Fig. 1: run 1, clock network drawn from the DEF
Drawn at 8 px/µm.
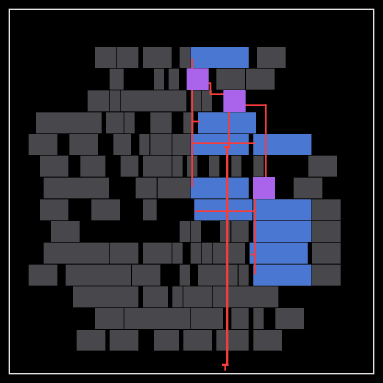
Fig. 2: run 1, the metal 3 layer
Drawn at 10 px/µm.
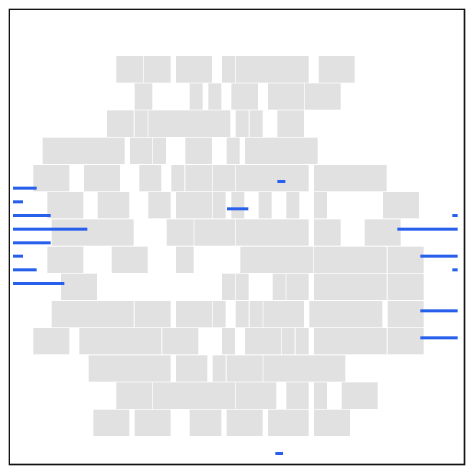
Fig. 3: run 1, port wiring
Drawn at 6 px/µm.
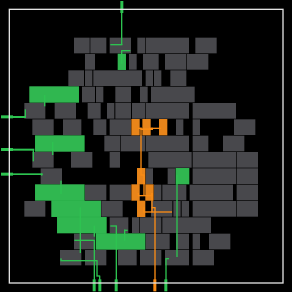
==> src/rtl/nbit_adder.sv <==
// N-bit adder with carry-in/out, signed overflow and a registered copy of the result.
// Define NBIT_ADDER_CLA_EN for a two-level 4-bit-group carry-lookahead network (default: ripple).
module nbit_adder #(
  parameter int unsigned N = 8
) (
  input  logic         clk,
  input  logic         reset,
  input  logic [N-1:0] A,
  input  logic [N-1:0] B,
  input  logic         cin,
  output logic [N-1:0] SUM,
  output logic         cout,
  output logic         ovf,
  output logic [N-1:0] sum_q,
  output logic         cout_q,
  output logic         ovf_q
);

  logic [N-1:0] g;
  logic [N-1:0] p;
  logic [N:0]   c;

  assign g = A & B;
  assign p = A ^ B;

`ifdef NBIT_ADDER_CLA_EN
  localparam int unsigned NumGroups = (N + 3) / 4;

  logic [NumGroups-1:0] grp_g;
  logic [NumGroups-1:0] grp_p;
  logic [NumGroups:0]   grp_c;

  always_comb begin
    grp_g = '0;
    grp_p = '0;
    grp_c = '0;
    c     = '0;

    // Group generate/propagate; the last group may hold fewer than 4 bits.
    for (int j = 0; j < int'(NumGroups); j++) begin
      logic gen_acc;
      logic prop_acc;
      gen_acc  = 1'b0;
      prop_acc = 1'b1;
      for (int b = 0; b < 4; b++) begin
        if (4 * j + b < int'(N)) begin
          gen_acc  = g[4*j+b] | (p[4*j+b] & gen_acc);
          prop_acc = prop_acc & p[4*j+b];
        end
      end
      grp_g[j] = gen_acc;
      grp_p[j] = prop_acc;
    end

    // Second level: each group carry is a flat sum of products over lower groups.
    grp_c[0] = cin;
    for (int j = 0; j < int'(NumGroups); j++) begin
      logic term;
      logic prod;
      term = 1'b0;
      prod = 1'b1;
      for (int k = j; k >= 0; k--) begin
        term = term | (grp_g[k] & prod);
        prod = prod & grp_p[k];
      end
      grp_c[j+1] = term | (cin & prod);
    end

    // Bit carries inside each group, seeded from the group carry-in.
    c[0] = cin;
    for (int i = 0; i < int'(N); i++) begin
      logic term;
      logic prod;
      int   base;
      base = (i / 4) * 4;
      term = 1'b0;
      prod = 1'b1;
      for (int k = i; k >= base; k--) begin
        term = term | (g[k] & prod);
        prod = prod & p[k];
      end
      c[i+1] = term | (grp_c[i/4] & prod);
    end
  end
`else
  always_comb begin
    c    = '0;
    c[0] = cin;
    for (int i = 0; i < int'(N); i++) begin
      c[i+1] = g[i] | (p[i] & c[i]);
    end
  end
`endif

  assign SUM  = p ^ c[N-1:0];
  assign cout = c[N];
  assign ovf  = c[N-1] ^ c[N];

  always_ff @(posedge clk) begin
    if (!reset) begin
      sum_q  <= '0;
      cout_q <= 1'b0;
      ovf_q  <= 1'b0;
    end else begin
      sum_q  <= SUM;
      cout_q <= cout;
      ovf_q  <= ovf;
    end
  end

endmodule

==> config.mk <==
export PLATFORM = sky130hd
export DESIGN_NAME = nbit_adder
export DESIGN_NICKNAME = d
export VERILOG_FILES = /design/src/rtl/nbit_adder.sv
export SDC_FILE = /design/constraint.sdc
export NUM_CORES = 1
export LEC_CHECK = 0
export ABC_AREA = 1
export CAP_MARGIN = 10
export CORE_MARGIN = 2
export CORE_UTILIZATION = 28
export DETAILED_ROUTE_END_ITERATION = 7
export GPL_TIMING_DRIVEN = 0
export PLACE_DENSITY = 0.78
export SYNTH_ARGS = -nofsm -noshare
export SYNTH_HDL_FRONTEND = slang
export SYNTH_SLANG_ARGS = --single-unit
==> constraint.sdc <==
create_clock -name clk -period 3.85 [get_ports clk]
set_input_delay 0.385 -clock clk [delete_from_list [all_inputs] [get_ports clk]]
set_output_delay 0.385 -clock clk [all_outputs]
set_load 0.005 [all_outputs]
==> summary.txt, run 1 <==
From the run reports.

- The area share of the leading cell type in the synthesized netlist is 41.8%.
- The number of inserted filler cells in the final layout is 131.
- The number of I/O port buffers is 38.
- The number of global-route vias before repair reads 461.
- The synthesis report names the predominant flop master as dfxtp_1.
- The detailed router finished its first iteration with 6 violations.
- The final total power reads 0.325 mW.
- The sequential-to-total area share from yosys stat reads 41.8%.
- Nets still carrying antenna violations after routing amount to 0.
- The maximum number of pins on one net before global-route repair reads 8.
- The first detailed-routing pass took 4 iterations.
- The synthesized netlist contains 7 unique library cells.
- In this run, the combinational gates consume 44.0% of the power.
- The length of routed met3 wiring is 43 µm.
- The clock sink count is 10.
- The library cell contributing the largest single delay on the critical path is fa_2.
- The leakage power reads 0.469 nW.
- The tally of yosys warning messages reads 0.
- In this run the power spent charging and discharging nets is 0.0805 mW.
- The combinational cell power reads 0.143 mW.
- The element type at the critical path end is an output pin.
- The post-cts gate resize count reads 44.
- The number of levels in the clock H-tree reads 1.
- The layout has 3 clock buffers.
- The multi-input gate share of total cell area reads 24.6%.
- The run finished, with violations left.
- The layout-stage area growth over the synthesis result is 103%.
- Per report_power, the top consumer among the power groups is combinational cells.
- Row generation in the floorplan step produced 14 rows.
- The power report attributes to the clock group a share of 19.3%.
- The slew check shows that the tightest pin keeps a relative margin of 84.7%.
- The synthesis run shows the most used standard cells to be inv_1 (16), dfxtp_1 (10), nand2_1 (9).
- The synthesized area divided by synthesized cell count is 9.78 µm².
- The summed instance area of the synthesized netlist reads 479 µm².
- The number of instances on the worst hold path is 4.
- The maximum buffer depth of the clock tree is 2.
- The count of flip-flops with a built-in enable after synthesis reads 0.
- The element type at the critical path start reads an input port.
- The half-perimeter wire length after detailed placement reads 868 µm.
- The inverter count reads 18.
- The number of nets at the end of the flow is 125.
- The cell at the root of the clock tree reads clkbuf_4.
- The number of logic gates reads 21.
- The global-route met2 utilization is 22.3%.
- The overall die height is 45.4 µm.
- The global routing usage on met3 reads 1.59%.
- The number of antenna violations at the first check in global routing reads 0.
- The first element of the critical path reads A[0].
- Setup repair after global routing could not meet its margin everywhere.
- The final weighted congestion recorded by global placement is 0.605.
- The share of layout cells above drive strength 1 reads 36.5%.
- CTS added clock buffers totalling 3.
- The multi-input logic area is 239 µm².
- The count of mapped cells out of synthesis reads 49.
- The total global-route track usage reads 11.9%.
- The final tally of setup violations is 1.
- The delay of the slowest cell on the worst path is 0.44 ns.
- The checks that failed: negative setup slack.
- Sequential cells account for 36.6% of the total power.
- The number of placed I/O pins is 39.
- The clock period minus final worst setup slack reads 3.88 ns.
- The number of nets at floorplan reads 76.
- Global routing finished with a remaining overflow of 0.
- The kind of path behind the tightest hold check is in2reg.
- Routing resource usage on met1 recorded by global route was 10.9%.
- The transition time at the pin with the least slew margin is 0.229 ns.
- The clock transition at the register clock pins on the worst setup and hold paths after CTS reads 0.05 ns.
- Looking at the VDD voltage map, the peak drop is 0.000154 V.
- The synthesis report gives the async set-or-reset register share as 0%.
- The maximum clock frequency reads 0.258 GHz.
- Of all the cell area in the finished design, non-clock buffers hold 42.9%.
- The largest cell class by area is buffers.
- The count of final hold-check violations reads 0.
- Per the run summary, max-cap violations total 0.
- The sequential cell count of the final layout reads 10.
- The repair_antennas step left the layout with diodes totalling 0.
- The standard cell core area is 0.00156 mm².
- Per the detail_route report, vias per standard cell equal 3.98.
- The worst path required time is 3.46 ns.
- Non-clock buffers in the final layout number 44.
- According to the tapcell log, the count of inserted taps is 16.
- The post-route worst setup slack is -0.0332 ns.
- The routed design shows a wire length per standard cell of 9.46 µm.
- The highest metal layer with signal wires is met4.
- The most numerous cell in the Yosys netlist is inv_1.
- Before placement the cells fill 30.7% of the core.
- The dominant cell type by area after synthesis is dfxtp_1.
- The number of DRC violations after detailed routing reads 0.
- The sequential cell area is 200 µm².
Back to the opening pictures, Fig. 1:
Key: clock wires = red [length 98.8 µm]; clock-net drivers = purple [count 3]; flip-flops = blue [count 10]
There are 4 routed clock nets.

Back to the opening pictures, Fig. 2:
The layer carries 43.2 µm of wire. The layer holds 4.1% of the routed length.

Back to the opening pictures, Fig. 3:
Key: A = green [direction input, end cells 8, buffers 8, wire 89.1 µm]; reset = orange [direction input, end cells 7, buffers 1, wire 39.8 µm]

run 1: flip-flops by register name, indices dropped and copies added, names as in the netlist:
signal / count
ovf_q: 1
sum_q: 8
cout_q: 1
run 1: path summary, 6_finish.rpt:
| kind | to | slack (ns) |
|---|---|---|
| setup / recovery | SUM[7] | -0.03 |
| hold / removal | sum_q[0] | 0.57 |
run 1: worst max-delay path: cells and delay by family:
kind	cells	cell delay [ns]
fa+ha+maj	8	2.70
buf+inv	6	0.42
run 1: kinds of logic (layout without fill, tap and decap cells):
| logic type | after synthesis | in the layout | share of synthesized area (%) |
|---|---|---|---|
| AND/OR/NAND/NOR | 13 | 13 | 10.7 |
| adder cells (fa/ha/maj) | 8 | 8 | 33.4 |
| buffers and inverters | 18 | 65 | 14.1 |
| flip-flops | 10 | 10 | 41.8 |
run 1: stage by stage:
| step | cells | instance area (µm²) | util (%) | worst slack [ns] | TNS (ns) |
|---|---|---|---|---|---|
| global route | 112 | 971 | 62.3 | -0.129 | -0.213 |
| CTS | 108 | 933 | 59.9 | -0.213 | -0.348 |
| global placement | 103 | 882 | 56.6 | -0.967 | -3.62 |
| floorplan | 49 | 482 | - | 0.0147 | 0 |
| detailed placement | 103 | 882 | 56.6 | -0.992 | -3.86 |
| finish | 112 | 971 | 62.3 | -0.0332 | -0.0332 |
run 1: layout by cell type, fill, tap and decap left out:
| cell | instances |
|---|---|
| clkdlybuf4s50_1 | 29 |
| inv_1 | 10 |
| dfxtp_1 | 10 |
| fa_2 | 8 |
| inv_2 | 6 |
| nand2_1 | 6 |
| buf_4 | 6 |
| buf_6 | 4 |
| nand2_2 | 3 |
| nor2_1 | 3 |
| clkbuf_4 | 3 |
| dlygate4sd2_1 | 3 |
| inv_4 | 2 |
| buf_2 | 2 |
| nor2_2 | 1 |
==> inputs of run 2 (changes only) <==
--- a/config.mk
+++ b/config.mk
@@ -10,7 +10,6 @@
 export CORE_MARGIN = 2
 export CORE_UTILIZATION = 28
 export DETAILED_ROUTE_END_ITERATION = 7
-export GPL_TIMING_DRIVEN = 0
 export PLACE_DENSITY = 0.78
 export SYNTH_ARGS = -nofsm -noshare
 export SYNTH_HDL_FRONTEND = slang
Fig. 4: run 2, congestion heat map
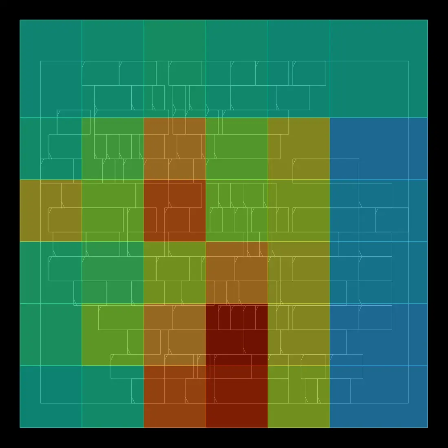
routed wire length per instance: 10.2 µm
final core utilization: 64.7%

==> run 2 against run 1 <==
Effect of this change: the flow still finishes with violations (negative setup slack); setup slack better by 0.013 ns; sequential share of layout area down 0.77 points; power up 11%.
==> summary.txt, run 2 <==
From the run reports.

- The standard cell core area is 0.00156 mm² (unchanged).
- Setup repair after global routing could not meet its margin everywhere.
- The number of detailed-route iterations in the first pass is 4 (unchanged).
- The share of synthesized cell area in full adder, half adder and majority cells reads 33.4% (unchanged).
- The number of global-route vias before repair reads 448 (-2.8%).
- The number of clock buffers inserted by TritonCTS is 3 (unchanged).
- The final reports fail on negative setup slack.
- The dominant combinational cell family by area after synthesis reads adder cells.
- The share of total power in the clock network was 25.3% (+6.0 points).
- The count of antenna diodes in the layout was 0 (unchanged).
- The maximum buffer depth of the clock tree is 2 (unchanged).
- The clock transition at the register clock pins on the worst setup and hold paths after CTS reads 0.06 ns (about the same).
- The half-perimeter wire length after detailed placement reads 937 µm (+8.0%).
- In the synthesized netlist the dominant register cell turns out to be dfxtp_1.
- The final tally of setup violations is 2 (+1).
- The relative contribution of combinational cells to total power reads 41.9% (-2.1 points).
- The delay of the slowest cell on the worst path reads 0.43 ns (about the same).
- The number of I/O port buffers is 38 (unchanged).
- The number of antenna violations at the first check in global routing reads 0 (unchanged).
- The summed instance area of the synthesized netlist is 479 µm² (unchanged).
- The kind of path behind the tightest hold check reads in2reg.
- The number of maximum-capacitance constraint violations is 0 (unchanged).
- The number of instances on the worst hold path is 4 (unchanged).
- The worst relative slew slack is 84.4% (-0.32 points).
- The share of layout cells above drive strength 1 is 36.4% (-0.095 points).
- The total global-route track usage is 12.4% (+0.49 points).
- The commonest cells after synthesis are inv_1 (16), dfxtp_1 (10), nand2_1 (9).
- The most numerous logic cell after layout is clkdlybuf4s50_1.
- According to the timing report, the critical path is launched from B[0].
- The overall die height came to 45.4 µm (unchanged).
- The number of nets at the end of the flow is 127 (+1.6%).
- The share of cell area taken by muxes after synthesis is 0% (unchanged).
- The post-place instance area was 912 µm² (+3.4%).
- The largest registers in the layout are sum_q: 8 flops, cout_q: 1 flops, ovf_q: 1 flops.
- The post-route worst setup slack came to -0.0203 ns (+0.0128 ns).
- The violation count after the first detailed-route iteration is 6 (unchanged).
- By instance count, the leading cell after synthesis is inv_1.
- The starting density of the core came to 30.7% (unchanged).
- The clock sink count is 10 (unchanged).
- The library cell contributing the largest single delay on the critical path is fa_2.
- The number of placed I/O pins is 39 (unchanged).
- The area fraction in and, or, nand and nor cells after synthesis reads 10.7% (unchanged).
- The sequential share of power reads 32.8% (-3.8 points).
- The most common logic cells in the final layout are clkdlybuf4s50_1 (29), inv_1 (10), dfxtp_1 (10).
- The area share of the leading cell type in the synthesized netlist is 41.8% (unchanged).
- The tally of yosys warning messages is 0 (unchanged).
- The maximum clock frequency is 0.258 GHz (+0.33%).
- The instance count on the critical path is 14 (unchanged).
- The cell type that accounts for the most area after synthesis is dfxtp_1.
- The element type at the critical path start is an input port.
- The row count is 14 (unchanged).
- The proportion of synthesized flip-flops having asynchronous set or reset is 0% (unchanged).
- The flow ran to the end, but the final reports show violations.
- The synthesized area divided by synthesized cell count is 9.78 µm² (unchanged).
Fig. 5: run 2, clock network drawn from the DEF
Drawn at 8 px/µm.
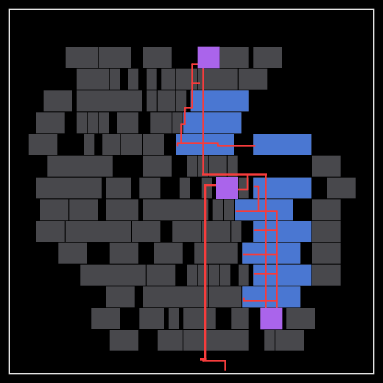
Key: flip-flops = blue [count 10]; clock-net drivers = purple [count 3]; clock wires = red [length 132 µm]
Position of the flops: right middle. There are 4 routed clock nets.

==> run 2: power groups by stage <==
stage / clock [mW] / combinational (mW) / sequential [mW]
2_1_floorplan: 0 / 0.0399 / 0.123
3_3_place_gp: 0 / 0.136 / 0.121
3_5_place_dp: 0 / 0.139 / 0.121
4_1_cts: 0.0949 / 0.147 / 0.119
5_1_grt: 0.0977 / 0.167 / 0.120
6_report: 0.0917 / 0.152 / 0.119
==> run 2: area by class of cell <==
class | instances | area [µm²]
repair buffers | 46 | 445
well taps | 16 | 20.0
clock buffers | 4 | 36.3
fillers | 127 | 551
inverters | 18 | 72.6
flip-flops and latches | 10 | 200
multi-input cells | 21 | 234
==> run 2: worst paths after layout <==
kind	endpoint
worst max-delay path	SUM[7]
worst min-delay path	sum_q[0]
==> run 2: timing repair <==
action,CTS,global route
setup buffers,3,1
pin swaps,9,9
gates resized,43,4
setup endpoints to repair,5,4
==> run 2: stage by stage <==
| step | TNS [ns] | hold slack (ns) | cells | worst slack, ns | power, mW |
|---|---|---|---|---|---|
| floorplan | 0 | 0.478 | 49 | 0.0147 | 0.163 |
| global placement | -3.80 | 1.08 | 107 | -0.949 | 0.257 |
| detailed placement | -4.17 | 1.08 | 107 | -0.999 | 0.260 |
| CTS | -0.479 | 0.537 | 114 | -0.208 | 0.361 |
| global route | -0.256 | 0.548 | 115 | -0.129 | 0.384 |
| finish | -0.0355 | 0.555 | 115 | -0.0203 | 0.362 |
==> run 2: metal layers <==
metal | global-route usage, % | vias to the layer above | share of wire (%)
met2 | 23.7 | 19 | 60
met4 | 12.4 | 0 | 1.8
met3 | 1.98 | 2 | 5.1
li1 | - | 229 | -
met1 | 10.1 | 207 | 33
met5 | 0 | - | 0
==> inputs of run 3 (changes only) <==
==> constraint.sdc (replaced) <==
create_clock -name clk -period 3.1 [get_ports clk]
set_input_delay 0.31 -clock clk [delete_from_list [all_inputs] [get_ports clk]]
set_output_delay 0.31 -clock clk [all_outputs]
set_load 0.005 [all_outputs]
Fig. 6: run 3, clock network drawn from the DEF
Drawn at 8 px/µm.
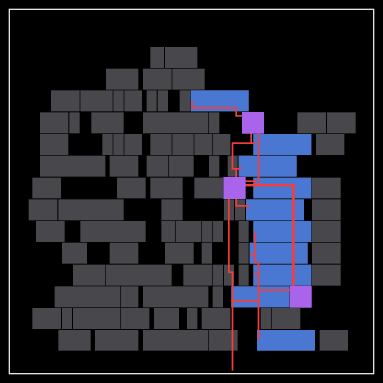
Key: clock-net drivers = purple [count 3]; clock wires = red [length 105 µm]; flip-flops = blue [count 10]
There are 4 routed clock nets.

==> run 3 against run 2 <==
Effect of this change: the run still ends with negative setup slack left; die size unchanged; combinational power up 24%; sequential power up 24%; synthesized cell count unchanged; power up 15%; utilization up 0.16 points; critical endpoint unchanged.
==> summary.txt, run 3 <==
From the run reports.

- The delay of the slowest cell on the worst path was 0.44 ns (about the same).
- The largest registers in the layout are sum_q: 8 flops, cout_q: 1 flops, ovf_q: 1 flops.
- The worst relative slew slack came to 83.8% (-0.58 points).
- The number of global-route vias before repair is 417 (-6.9%).
- The number of placed I/O pins is 39 (unchanged).
- Yosys instantiated no cell more often than inv_1.
- The number of nets at the end of the flow is 126 (-0.79%).
- The flow ran to the end, but the final reports show violations.
- The dominant cell type by area after synthesis is dfxtp_1.
- The utilization of the core after routing came to 64.8% (+0.16 points).
- The proportion of synthesized flip-flops having asynchronous set or reset reads 0% (unchanged).
- The number of detailed-route iterations in the first pass came to 4 (unchanged).
- The maximum clock frequency reads 0.270 GHz.
- The number of clock buffers inserted by TritonCTS is 3 (unchanged).
- In the layout the commonest cells are clkdlybuf4s50_1 (27), inv_1 (10), dfxtp_1 (10).
- The standard cell core area reads 0.00156 mm² (unchanged).
- The number of I/O port buffers is 38 (unchanged).
- The post-place instance area reads 940 µm² (+3.0%).
- The instance count after placement with tap cells included came to 106 (-0.93%).
- The final total negative setup slack is -2.08 ns (-2.04 ns).
- The post-layout instance count excluding filler cells came to 113 (-1.7%).
- The final tally of setup violations is 6 (+4).
- The post-route worst setup slack reads -0.609 ns (-0.589 ns).
- The sequential cell area reads 200 µm² (unchanged).
- The number of antenna violations at the first check in global routing reads 0 (unchanged).
- The area share of the leading cell type in the synthesized netlist is 41.8% (unchanged).
- The kind of path behind the tightest hold check is in2reg.
- The summed instance area of the synthesized netlist is 479 µm² (unchanged).
- The final-layout worst hold slack reads 0.500 ns (-0.0551 ns).
- The share of layout cells above drive strength 1 is 39.2% (+2.8 points).
- The final total power reads 0.417 mW (+15%).
- The most used flip-flop cell reads dfxtp_1.
- The half-perimeter wire length after detailed placement was 1.01 mm (+7.6%).
- The tally of yosys warning messages reads 0 (unchanged).
- The final reports fail on negative setup slack.
- The library cell contributing the largest single delay on the critical path is fa_2.
Fig. 7: run 3, congestion heat map
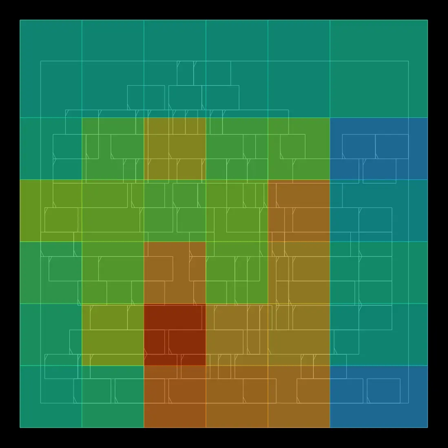
met3 GRT Util: 2.78%
Total GRT Usage: 13.0%
gr busiest metal: met2

## run 3: power by group
group	internal (mW)	total [mW]	leakage (nW)	switching [mW]
Sequential	0.144	0.147	0.0834	0.00316
Clock	0.0444	0.0808	0.0138	0.0365
Combinational	0.123	0.189	0.388	0.0663
## run 3: what timing repair did
action / 4_1_cts / 5_1_grt
pin swaps: 10 / 9
gates resized: 46 / 7
endpoints found under the setup margin: 11 / 9
setup buffers: 4 / 1
## run 3: area by class of cell
class / count / area share [%]
repair buffers: 45 / 43.7
multi-input cells: 21 / 23.6
flip-flops and latches: 10 / 19.8
inverters: 18 / 8.66
clock buffers: 3 / 2.23
well taps: 16 / 1.98
## run 3: kinds of logic after synthesis
family,Yosys count,synth area share (%)
buffers and inverters,18,14.1
AND/OR/NAND/NOR,13,10.7
flip-flops,10,41.8
adder cells (fa/ha/maj),8,33.4
## run 3: worst max path at each step
stage                     slack (ns)     end  start
after floorplan                -0.36  SUM[7]   A[0]
after global placement         -1.51  SUM[7]   A[0]
after detailed placement       -1.51  SUM[7]   A[0]
after CTS                      -0.81  SUM[7]   A[0]
after global routing           -0.71  SUM[7]   A[0]
final                          -0.61  SUM[7]   A[0]
## run 3: worst max-delay path: cells and delay by family
kind,cells,cell delay (ns)
fa+ha+maj,8,2.67
buf+inv,6,0.40
## run 3: per-layer routing
metal | track usage, % | part of all wire [%] | vias to the layer above
met5 | 0 | 0 | -
met4 | 10.6 | 1.2 | 0
met3 | 2.78 | 5.1 | 2
met2 | 22.9 | 58 | 21
met1 | 13.1 | 35 | 191
li1 | - | - | 226
Power figures rest on the tool's default switching activity, not on a simulated workload.
